<file path="src/rtl/bram_playback.sv">
// bram_playback: fetches blockram words over Wishbone and plays them out as a serial bitstream
module bram_playback #(
    parameter int unsigned CLK_DIV  = 75,
    parameter int unsigned LAST_ADR = 2047,
    parameter bit          LOOP     = 1'b0
) (
    input  logic        wb_clk_i,
    input  logic        reset_n,
    input  logic        enable_i,
    output logic        wb_cyc_o,
    output logic        wb_stb_o,
    output logic        wb_we_o,
    output logic [3:0]  wb_sel_o,
    output logic [31:0] wb_adr_o,
    input  logic [31:0] wb_dat_i,
    input  logic        wb_ack_i,
    output logic        dout_o,
    output logic        dout_clk_o,
    output logic        underrun_o,
    output logic        done_o,
    output logic [1:0]  state_o
);
    typedef enum logic [1:0] {IDLE = 2'b00, REQ = 2'b01, WAIT_ACK = 2'b10, FULL = 2'b11} state_t;
    state_t      state_q, state_d;
    logic [31:0] hold_q, hold_d, shift_q, shift_d;
    logic        hold_valid_q, hold_valid_d, shift_valid_q, shift_valid_d;
    logic [4:0]  bit_ctr_q, bit_ctr_d;
    logic [15:0] div_ctr_q, div_ctr_d;
    logic [10:0] adr_ctr_q, adr_ctr_d;
    logic        fin_q, fin_d, played_q, played_d, dout_q, dout_d;
    logic        underrun_q, underrun_d, done_q, done_d;
    logic        busy, ack, tick, last_bit, take, at_last;

    assign busy       = state_q == REQ || state_q == WAIT_ACK;
    assign ack        = busy && wb_ack_i;
    assign tick       = enable_i && div_ctr_q == 16'(CLK_DIV - 1);
    assign last_bit   = bit_ctr_q == 5'd31;
    assign take       = tick && hold_valid_q && (!shift_valid_q || last_bit);
    assign at_last    = adr_ctr_q == 11'(LAST_ADR);
    assign wb_cyc_o   = busy;
    assign wb_stb_o   = busy;
    assign wb_we_o    = 1'b0;
    assign wb_sel_o   = busy ? 4'hF : 4'h0;
    assign wb_adr_o   = {19'd0, adr_ctr_q, 2'b00};
    assign dout_o     = dout_q;
    assign dout_clk_o = div_ctr_q >= 16'(CLK_DIV / 2);
    assign underrun_o = underrun_q;
    assign done_o     = done_q;
    assign state_o    = state_q;

    // Next state: fetch FSM, bit divider, hold/shift double buffer; disabling waits out any open bus cycle
    always_comb begin
        state_d       = state_q;
        hold_d        = hold_q;
        hold_valid_d  = hold_valid_q;
        shift_d       = shift_q;
        shift_valid_d = shift_valid_q;
        bit_ctr_d     = bit_ctr_q;
        div_ctr_d     = div_ctr_q;
        adr_ctr_d     = adr_ctr_q;
        fin_d         = fin_q;
        played_d      = played_q;
        dout_d        = dout_q;
        underrun_d    = underrun_q;
        done_d        = done_q;
        if (!enable_i) begin
            if (!busy || wb_ack_i) begin
                state_d       = IDLE;
                hold_valid_d  = 1'b0;
                shift_valid_d = 1'b0;
                bit_ctr_d     = '0;
                div_ctr_d     = '0;
                adr_ctr_d     = '0;
                fin_d         = 1'b0;
                played_d      = 1'b0;
                dout_d        = 1'b0;
                underrun_d    = 1'b0;
                done_d        = 1'b0;
            end
        end else begin
            div_ctr_d = tick ? 16'd0 : div_ctr_q + 16'd1;
            if (tick && shift_valid_q) begin
                dout_d    = shift_q[0];
                shift_d   = shift_q >> 1;
                bit_ctr_d = bit_ctr_q + 5'd1;
                played_d  = 1'b1;
                if (last_bit) begin
                    shift_d       = hold_valid_q ? hold_q : shift_q >> 1;
                    shift_valid_d = hold_valid_q;
                    done_d        = done_q || (LOOP == 1'b0 && fin_q && !hold_valid_q);
                end
            end else if (tick) begin
                dout_d        = 1'b0;
                shift_d       = hold_valid_q ? hold_q : shift_q;
                shift_valid_d = hold_valid_q;
                underrun_d    = underrun_q || (!hold_valid_q && played_q && !(LOOP == 1'b0 && fin_q));
            end
            hold_valid_d = take ? 1'b0 : hold_valid_q;
            if (ack) begin
                hold_d       = wb_dat_i;
                hold_valid_d = 1'b1;
                adr_ctr_d    = at_last ? 11'd0 : adr_ctr_q + 11'd1;
                fin_d        = fin_q || (LOOP == 1'b0 && at_last);
            end
            state_d = state_q == IDLE ? ((!hold_valid_q && !fin_q) ? REQ : IDLE) :
                      state_q == FULL ? (take ? IDLE : FULL) :
                      ack ? FULL : WAIT_ACK;
        end
    end

    // State registers with asynchronous clear
    always_ff @(posedge wb_clk_i or negedge reset_n) begin
        if (!reset_n) begin
            state_q       <= IDLE;
            hold_q        <= '0;
            hold_valid_q  <= 1'b0;
            shift_q       <= '0;
            shift_valid_q <= 1'b0;
            bit_ctr_q     <= '0;
            div_ctr_q     <= '0;
            adr_ctr_q     <= '0;
            fin_q         <= 1'b0;
            played_q      <= 1'b0;
            dout_q        <= 1'b0;
            underrun_q    <= 1'b0;
            done_q        <= 1'b0;
        end else begin
            state_q       <= state_d;
            hold_q        <= hold_d;
            hold_valid_q  <= hold_valid_d;
            shift_q       <= shift_d;
            shift_valid_q <= shift_valid_d;
            bit_ctr_q     <= bit_ctr_d;
            div_ctr_q     <= div_ctr_d;
            adr_ctr_q     <= adr_ctr_d;
            fin_q         <= fin_d;
            played_q      <= played_d;
            dout_q        <= dout_d;
            underrun_q    <= underrun_d;
            done_q        <= done_d;
        end
    end
endmodule

</file>
<file path="config.mk">
export PLATFORM = sky130hd
export DESIGN_NAME = bram_playback
export DESIGN_NICKNAME = d
export VERILOG_FILES = /design/src/rtl/bram_playback.sv
export SDC_FILE = /design/constraint.sdc
export NUM_CORES = 1
export LEC_CHECK = 0
export CORE_ASPECT_RATIO = 2
export CORE_MARGIN = 2
export CORE_UTILIZATION = 50
export DETAILED_ROUTE_END_ITERATION = 8
export HOLD_SLACK_MARGIN = 0.15
export PLACE_DENSITY = 0.74
export SYNTH_ARGS = -nofsm -noshare
export SYNTH_HDL_FRONTEND = slang
export SYNTH_SLANG_ARGS = --single-unit
export TNS_END_PERCENT = 50
</file>
<file path="constraint.sdc">
create_clock -name wb_clk_i -period 2.55 [get_ports wb_clk_i]
set_input_delay 0.3825 -clock wb_clk_i [delete_from_list [all_inputs] [get_ports wb_clk_i]]
set_output_delay 0.3825 -clock wb_clk_i [all_outputs]
set_load 0.02 [all_outputs]
</file>
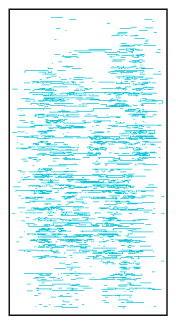
layer_met1.png
Drawn at 2 px/µm.
wire length on this layer	4740 µm
main direction	horizontal

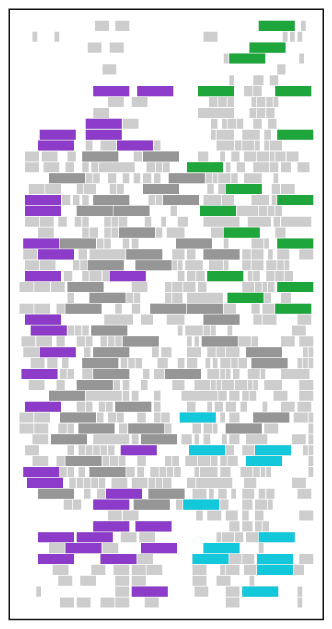
flops_by_reg.png
Drawn at 4 px/µm. Other sequential cells in the stronger grey, the rest of the logic in the fainter grey.
colour	netlist name	placed flops
purple	`hold_q`	32
green	`div_ctr_q`	16
cyan	`adr_ctr_q`	11
fin util: 0.584
P_seq: 2.22 mW
Storage cell area: 2630 µm²

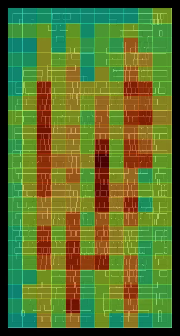
congestion.png
DR WL/cell: 16.6 µm
met2 usage: 0.367
met3 track demand over resource: 0.0367
busiest grt layer: met2
gr usage total: 0.215

==> impl_metrics.ini <==
; generated from flow reports
[drt]
dr.pass1.iters = 4
drt_iter0_markers = 255
avgViaCountPerCell = 5.98
wl_met1_um = 4740

[floorplan]
coreArea_um2 = 10800
fp-utilization = 0.508

[setup_path]
crit_path_max_incr_delay_ns = 0.61
r2r_start = div_ctr_q[8]
worstSetupPathType = flip-flop to output pin
ff2ff_path_depth = 4
crit_path_end_kind = output pin
required_ns = 2.17

[final_timing]
finalCritPeriodShare = 0.958
hold_violations = 0
setup_viol = 0
clock.fmax_mhz = 409

[yosys]
ff_type = dfrtp_1
yosys_warnings = 0
adder_share = 0.0205
synth.distinct_cells = 60
yosysSeqAreaShare = 0.478
synth_dominant_cell_count = dfrtp_1
ys_cells = 547

[power_and_ir_drop]
top_power_group = sequential cells
seqPwrFrac = 0.448
ir_drop_uv = 578
power_mw = 4.96

[clock_tree]
cts_buffers = 9
cts_max_level = 3
cts_setup_buffers = 0
path_clk_slew_ns = 0.07
cts_buffer_depth = 2
root_buffer = clkbuf_16

[min_path]
worst_hold_path.endpoint = played_q

[place]
port_buffers = 58
dp_hpwl_um = 8270
dp.cells = 709
placed_area_um2 = 6010

[layout]
fin_area_um2 = 6310
nets = 626
final_cells = 726

[global_routing]
grt_max_degree = 49
grt_pass1_wl_um = 20800

[flow_run]
tool_warnings = 30

[outcome]
outcome = completed
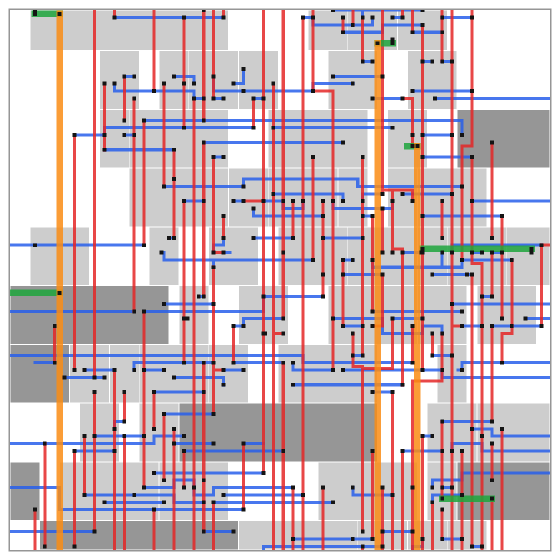
detail.png
Window x 46 to 71, y 102 to 127 µm. Cells in grey, sequential cells in the stronger grey; small squares are vias.
colour	layer
orange	metal 4
blue	metal 1
green	metal 3
red	metal 2
most frequent	nand2_1 (7), nand3_1 (4), ha_1 (4)
netlist names of flops here include	`div_ctr_q` (3)
sequential cells in the window	3
cells with their middle in the window	54

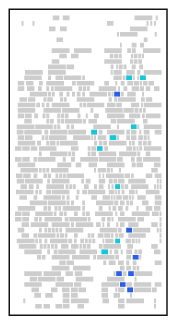
logic_types.png
Drawn at 2 px/µm.
colour	family	cells
blue	XOR/XNOR gates	7
cyan	AND-OR and OR-AND gates	9

what timing repair did:
action                     CTS  global route
hold buffers                 1             0
resized                      1             1
setup endpoints to repair    1             6
hold endpoints to repair    46             0
registers in the layout (all words and copies together) (netlist names):
signal	count
adr_ctr_q	11
bit_ctr_q	5
div_ctr_q	16
done_o	1
dout_o	1
fin_q	1
hold_q	32
hold_valid_q	1
played_q	1
shift_q	32
shift_valid_q	1
state_o	2
underrun_o	1
critical path: cells and delay by family (launching register included):
kind                       cells  cell delay, ns
buffers and inverters          3            0.89
DFF                            1            0.39
adders and majority gates      1            0.43
cell type report:
cell class	count	area, µm²
sequential	105	2630
clock inverter	7	61.3
inverter	14	52.6
multi-input combinational	377	2440
clock buffer	9	225
timing repair buffer	74	724
fill	952	4500
tap	140	175
Power is estimated from default activity; no workload was simulated.
